[src/rtl/trace_pkg.sv]
// Shared definitions for the CPU trace capture block: readout word states
// and the layout of one captured retirement record.
package trace_pkg;

  typedef enum logic [1:0] {
    W_PC    = 2'd0,
    W_INSTR = 2'd1,
    W_REG   = 2'd2,
    W_DATA  = 2'd3
  } word_state_t;

  localparam int REC_W      = 102;
  localparam int WBDATA_LSB = 0;
  localparam int WBREG_LSB  = 32;
  localparam int WBEN_BIT   = 37;
  localparam int INSTR_LSB  = 38;
  localparam int PC_LSB     = 70;

  function automatic logic [REC_W-1:0] pack_rec(
    input logic [31:0] pc,
    input logic [31:0] instr,
    input logic        wb_en,
    input logic [4:0]  wb_reg,
    input logic [31:0] wb_data
  );
    return {pc, instr, wb_en, wb_reg, wb_data};
  endfunction

endpackage

[src/rtl/trace_fifo.sv]
// Record FIFO for the trace capture block: combinational head read,
// a push while full is ignored even when a pop happens in the same cycle.
module trace_fifo
  import trace_pkg::*;
#(
  parameter int DEPTH = 8
) (
  input  logic             clk,
  input  logic             rst,
  input  logic             i_push,
  input  logic [REC_W-1:0] i_wdata,
  input  logic             i_pop,
  output logic [REC_W-1:0] o_rdata,
  output logic             o_full,
  output logic             o_empty
);

  localparam int AW = $clog2(DEPTH);

  logic [REC_W-1:0] r_mem [DEPTH];
  logic [AW-1:0]    r_wptr;
  logic [AW-1:0]    r_rptr;
  logic [AW:0]      r_count;
  logic             w_wr;
  logic             w_rd;

  assign o_full  = (r_count == (AW+1)'(DEPTH));
  assign o_empty = (r_count == '0);
  assign w_wr    = i_push & ~o_full;
  assign w_rd    = i_pop & ~o_empty;
  assign o_rdata = r_mem[r_rptr];

  always_ff @(posedge clk or posedge rst) begin
    if (rst) begin
      r_wptr  <= '0;
      r_rptr  <= '0;
      r_count <= '0;
    end else begin
      if (w_wr) r_wptr <= r_wptr + 1'b1;
      if (w_rd) r_rptr <= r_rptr + 1'b1;
      case ({w_wr, w_rd})
        2'b10:   r_count <= r_count + 1'b1;
        2'b01:   r_count <= r_count - 1'b1;
        default: r_count <= r_count;
      endcase
    end
  end

  // Storage is not reset; emptiness is carried entirely by the pointers/count.
  always_ff @(posedge clk) begin
    if (w_wr) r_mem[r_wptr] <= i_wdata;
  end

endmodule

[src/rtl/cpu_trace_capture.sv]
// Captures one record per CPU instruction retirement (PC, instruction, register
// writeback) and streams each record out as four 32-bit words on valid/ready.
module cpu_trace_capture
  import trace_pkg::*;
#(
  parameter int DEPTH      = 8,
  parameter int DROP_CNT_W = 16
) (
  input  logic                  clk,
  input  logic                  reset,
  input  logic                  enable,
  input  logic                  PCWre,
  input  logic [31:0]           _Pc0,
  input  logic [31:0]           _instruction,
  input  logic                  RegWre,
  input  logic [4:0]            _thirdRg,
  input  logic [31:0]           _WBdata,
  output logic [31:0]           out_data,
  output logic                  out_valid,
  input  logic                  out_ready,
  output logic                  out_last,
  output logic                  overflow,
  output logic [DROP_CNT_W-1:0] drop_cnt
);

  word_state_t           r_state;
  word_state_t           w_state_nxt;
  logic                  r_pend_en;
  logic [4:0]            r_pend_reg;
  logic [31:0]           r_pend_data;
  logic                  r_overflow;
  logic [DROP_CNT_W-1:0] r_drop_cnt;

  logic                  w_wb_en;
  logic [4:0]            w_wb_reg;
  logic [31:0]           w_wb_data;
  logic [REC_W-1:0]      w_rec;
  logic [REC_W-1:0]      w_head;
  logic                  w_push_req;
  logic                  w_full;
  logic                  w_empty;
  logic                  w_drop;
  logic                  w_hs;
  logic                  w_pop;
  logic [31:0]           w_word;

  function automatic logic [DROP_CNT_W-1:0] sat_inc(input logic [DROP_CNT_W-1:0] v);
    return (&v) ? v : v + 1'b1;
  endfunction

  // A same-cycle register write takes priority over the pending latch, which
  // holds all-zero fields whenever no write is pending.
  assign w_wb_en    = RegWre | r_pend_en;
  assign w_wb_reg   = RegWre ? _thirdRg : r_pend_reg;
  assign w_wb_data  = RegWre ? _WBdata  : r_pend_data;
  assign w_rec      = pack_rec(_Pc0, _instruction, w_wb_en, w_wb_reg, w_wb_data);

  assign w_push_req = PCWre & enable;
  assign w_drop     = w_push_req & w_full;
  assign out_valid  = ~w_empty;
  assign w_hs       = out_valid & out_ready;
  assign w_pop      = w_hs & (r_state == W_DATA);

  trace_fifo #(.DEPTH(DEPTH)) u_fifo (
    .clk     (clk),
    .rst     (reset),
    .i_push  (w_push_req),
    .i_wdata (w_rec),
    .i_pop   (w_pop),
    .o_rdata (w_head),
    .o_full  (w_full),
    .o_empty (w_empty)
  );

  always_ff @(posedge clk or posedge reset) begin
    if (reset) begin
      r_state     <= W_PC;
      r_pend_en   <= 1'b0;
      r_pend_reg  <= '0;
      r_pend_data <= '0;
      r_overflow  <= 1'b0;
      r_drop_cnt  <= '0;
    end else begin
      r_state <= w_state_nxt;
      if (PCWre) begin
        r_pend_en   <= 1'b0;
        r_pend_reg  <= '0;
        r_pend_data <= '0;
      end else if (RegWre) begin
        r_pend_en   <= 1'b1;
        r_pend_reg  <= _thirdRg;
        r_pend_data <= _WBdata;
      end
      if (w_drop) begin
        r_overflow <= 1'b1;
        r_drop_cnt <= sat_inc(r_drop_cnt);
      end
    end
  end

  always_comb begin
    w_state_nxt = r_state;
    w_word      = '0;
    case (r_state)
      W_PC:    w_word = w_head[PC_LSB +: 32];
      W_INSTR: w_word = w_head[INSTR_LSB +: 32];
      W_REG:   w_word = {26'd0, w_head[WBEN_BIT], w_head[WBREG_LSB +: 5]};
      W_DATA:  w_word = w_head[WBDATA_LSB +: 32];
    endcase
    if (w_hs) begin
      case (r_state)
        W_PC:    w_state_nxt = W_INSTR;
        W_INSTR: w_state_nxt = W_REG;
        W_REG:   w_state_nxt = W_DATA;
        W_DATA:  w_state_nxt = W_PC;
      endcase
    end
  end

  // Gated so the stream reads as zero the instant reset empties the FIFO.
  assign out_data = out_valid ? w_word : '0;
  assign out_last = out_valid & (r_state == W_DATA);
  assign overflow = r_overflow;
  assign drop_cnt = r_drop_cnt;

endmodule

[config.mk]
export PLATFORM = sky130hd
export DESIGN_NAME = cpu_trace_capture
export DESIGN_NICKNAME = d
export VERILOG_FILES = /design/src/rtl/trace_pkg.sv /design/src/rtl/trace_fifo.sv /design/src/rtl/cpu_trace_capture.sv
export SDC_FILE = /design/constraint.sdc
export NUM_CORES = 1
export LEC_CHECK = 0
export ABC_AREA = 1
export CELL_PAD_IN_SITES_DETAIL_PLACEMENT = 1
export CELL_PAD_IN_SITES_GLOBAL_PLACEMENT = 2
export CORE_MARGIN = 2
export CORE_UTILIZATION = 42
export DETAILED_ROUTE_END_ITERATION = 8
export PLACE_DENSITY_LB_ADDON = 0.1
export SYNTH_ARGS = -nofsm -noshare
export SYNTH_HDL_FRONTEND = slang
export SYNTH_HIERARCHICAL = 1
export SYNTH_SLANG_ARGS = --single-unit
[constraint.sdc]
create_clock -name clk -period 12.5 [get_ports clk]
set_clock_uncertainty 0.1 [all_clocks]
set_input_delay 3.125 -clock clk [delete_from_list [all_inputs] [get_ports clk]]
set_output_delay 3.125 -clock clk [all_outputs]
set_load 0.02 [all_outputs]
==> flow_metrics.py <==
# Flow results
metrics = {
    "floorplanning": {
        "die.size.x_um": 310,
        "rows": 112,
        "die_h_um": 310,
        "io_pins": 158,
        "die-area_sq_um": 95800,
        "fp_util_pct": 42.2,
    },
    "pwr": {
        "ir_worst_vdd_v": 0.000160,
        "pwr_density_cell_nw_per_um2": 225,
        "p_leak_nw": 19.0,
        "p_int_w": 0.00611,
        "switchingPower_w": 0.00393,
        "p_clk_share_pct": 27.1,
        "switching_share_pct": 39.2,
        "combinationalPowerShare_pct": 36.9,
    },
    "yosys": {
        "top_area_cell": "edfxtp_1",
        "synth_warnings": 6,
        "synth-adder-area-share_pct": 0.370,
        "yosys_cells": 4127,
        "netlist_area_sq_um": 39200,
        "yosys_area_sq_um": 39200,
        "top_logic_kind": "simple AND/OR/NAND/NOR gates",
        "xor_area_share_pct": 0.223,
        "topCellsByArea": "edfxtp_1 (62%), nand2_1 (15%), nor2_1 (8.0%)",
        "syn_area_per_cell_sq_um": 9.50,
        "yosysUniqueCellTypes": 30,
        "muxShareOfSynthArea_pct": 0,
        "ys_seq_share_pct": 66.8,
        "ys.flops": 883,
    },
    "clocking": {
        "hold_buffers": 0,
        "cts_root_buf": "clkbuf_16",
        "worstSkewPairLatency_ns": 0.66,
        "htreeDepth": 3,
        "cts_resized": 0,
        "postCtsSetupRepairBufs": 0,
        "clockBufferDepth": 3,
        "cts_buffers": 97,
        "cts_tree": "done",
        "cts.clk_slew.worst_paths_ns": 0.06,
    },
    "grt": {
        "grt_pass1_vias": 27400,
        "grt_overflow": 0,
        "grtUsageTotal_pct": 23.7,
    },
    "final_timing": {
        "finalSetupViolCount": 0,
        "period_minus_slack_ns": 7.92,
        "rsz0062_at_grt": "no",
        "hold_viol": 0,
        "setup-tns-final_ns": 0,
        "holdWs_ns": 0.375,
        "worst_slack_ns": 4.58,
        "tightest_slew_ns": 1.02,
        "slew-limit-headroom_pct": 31.7,
    },
    "placement": {
        "port-buffer-count": 157,
        "hpwl_um": 64100,
        "dp_cells": 5391,
        "place_area_sq_um": 41700,
    },
    "worst_hold_path": {
        "holdPathEnd": "overflow$_DFFE_PP0P_",
        "worstHoldPathType": "reg2reg",
        "hold_depth": 1,
        "hp-start": "overflow$_DFFE_PP0P_",
    },
    "worst_setup_path": {
        "path_delay_family": "buffers and inverters",
        "slowest_delay_ns": 1.00,
        "worst_r2r_endpoint": "u_fifo/r_count[3]$_DFFE_PP0P_",
        "reg2reg_setup_slack_ns": 8.63,
        "reg2reg_depth": 16,
        "worst_ep_arrival_time_ns": 4.70,
        "critPathBufInv": 2,
        "critPathKind": "reg2out",
        "start_kind": "flop",
        "required_ns": 9.27,
    },
    "route": {
        "drcViolationCount": 0,
        "ant_nets": 0,
        "drtIter0Drc": 1783,
        "viasPerCell": 4.84,
        "vias": 27000,
        "first_pass_iters": 5,
    },
    "cells_and_area": {
        "drive_gt1_share_pct": 4.92,
        "n_fill_cell": 10400,
        "final_layout_top_logic_cells": "nand2_1 (1558), nor2_1 (832), edfxtp_1 (816), inv_1 (441), clkdlybuf4s50_1 (155)",
        "largest_register_ffs": 816,
        "final_nets": 4354,
        "regMostFlops": "u_fifo/r_mem",
        "syn_to_final_growth_pct": 13.9,
        "lay_top_count": "nand2_1",
        "postLayoutCellArea_sq_um": 44700,
    },
    "job": {
        "drv_cap": 0,
    },
    "run_status": {
        "status": "finished, final reports clean",
    },
}
==> cells in the mapped netlist <==
cell type and n:
a21oi_1 98, a31oi_1 6, buf_1 9, buf_2 101, buf_4 21, buf_6 24
clkbuf_1 35, dfrtp_1 67, edfxtp_1 816, fa_1 1, ha_1 10, inv_1 444
inv_2 5, nand2_1 1558, nand2_2 4, nand2_4 2, nand3_1 12, nand3_2 2
nand3b_1 3, nand4_1 4, nor2_1 832, nor2_2 6, nor2_4 1, nor3_1 9
o21ai_0 38, o21ai_1 3, o21ai_2 4, or2_2 2, xnor2_1 7, xor2_1 3
==> per-stage QoR <==
stage / utilization (%) / power [W]
floorplan: - / 0.00609
global route: 48.1 / 0.0107
finish: 48.1 / 0.0100
detailed placement: 44.9 / 0.00741
CTS: 48.1 / 0.0102
global placement: 44.9 / 0.00737
==> per-layer routing <==
layer	vias to the layer above	track usage, %	share of wire, %
met4	10	7.20	2.8
met1	13200	32.6	46
met2	453	39.0	47
met5	-	0	0.053
met3	162	3.50	4.0
li1	13100	-	-
==> how the worst max path moves through the flow <==
| stage | cells after the start | startpoint | to |
|---|---|---|---|
| after global placement | 9 | u_fifo/r_rptr[0]$_DFFE_PP0P_ | out_data[26] |
| final | 10 | u_fifo/r_rptr[0]$_DFFE_PP0P_ | out_data[15] |
| after global routing | 10 | u_fifo/r_rptr[0]$_DFFE_PP0P_ | out_data[15] |
| after floorplan | 6 | PCWre | u_fifo/r_mem[4][0]$_DFFE_PP_ |
| after CTS | 9 | u_fifo/r_rptr[0]$_DFFE_PP0P_ | out_data[26] |
| after detailed placement | 9 | u_fifo/r_rptr[0]$_DFFE_PP0P_ | out_data[26] |
==> cell type report <==
type | count | area (sq um) | area share [%]
antenna | 3 | 7.51 | 0.0168
timing repair buffer | 200 | 1950 | 4.36
clock inverter | 34 | 270 | 0.605
tap | 1254 | 1570 | 3.51
clock buffer | 140 | 2690 | 6.02
inverter | 449 | 1700 | 3.81
sequential | 883 | 26200 | 58.6
multi-input combinational | 2605 | 10300 | 23.0
==> kinds of logic after synthesis <==
| kind of cell | Yosys count |
|---|---|
| AND/OR/NAND/NOR | 2435 |
| flip-flops | 883 |
| buffers and inverters | 639 |
| AND-OR/OR-AND | 149 |
| adder cells (fa/ha/maj) | 11 |
| XOR/XNOR | 10 |
==> power groups by stage <==
stage | clock network (W) | logic, W | registers (W)
after floorplan | 0 | 0.00244 | 0.00365
after global routing | 0.00289 | 0.00414 | 0.00364
after CTS | 0.00279 | 0.00376 | 0.00362
after global placement | 0 | 0.00370 | 0.00367
final | 0.00272 | 0.00370 | 0.00361
after detailed placement | 0 | 0.00373 | 0.00368
Track usage over the die:
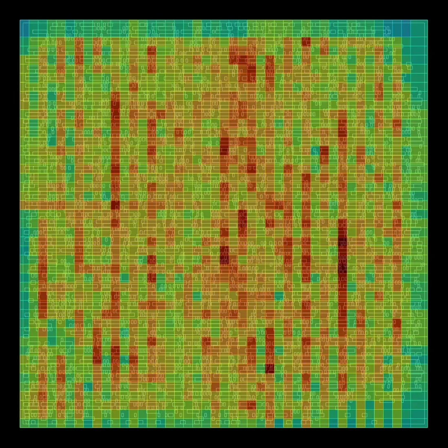
GRT met2 Usage: 39.0%
GRT met1 Usage: 32.6%
DR WL/cell: 20.2 um

Zoomed window:
Bar = 10 um. Window x 135 to 175, y 73 to 113 um. Cells in gray, sequential cells in the stronger gray; small squares are vias.
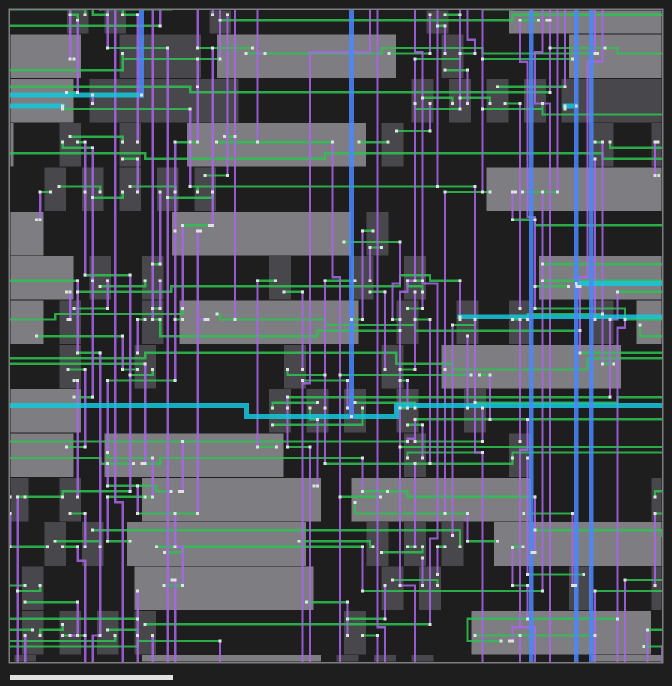
[cyan] met3
[purple] met2
[blue] met4
[green] met1
netlist names of flops here include: u_fifo/r_mem (16)
most frequent: nand2_1 (28), nor2_1 (20), edfxtp_1 (16)
cells with their middle in the window: 76
sequential cells in the window: 16

Power figures rest on the tool's default switching activity, not on a simulated workload.
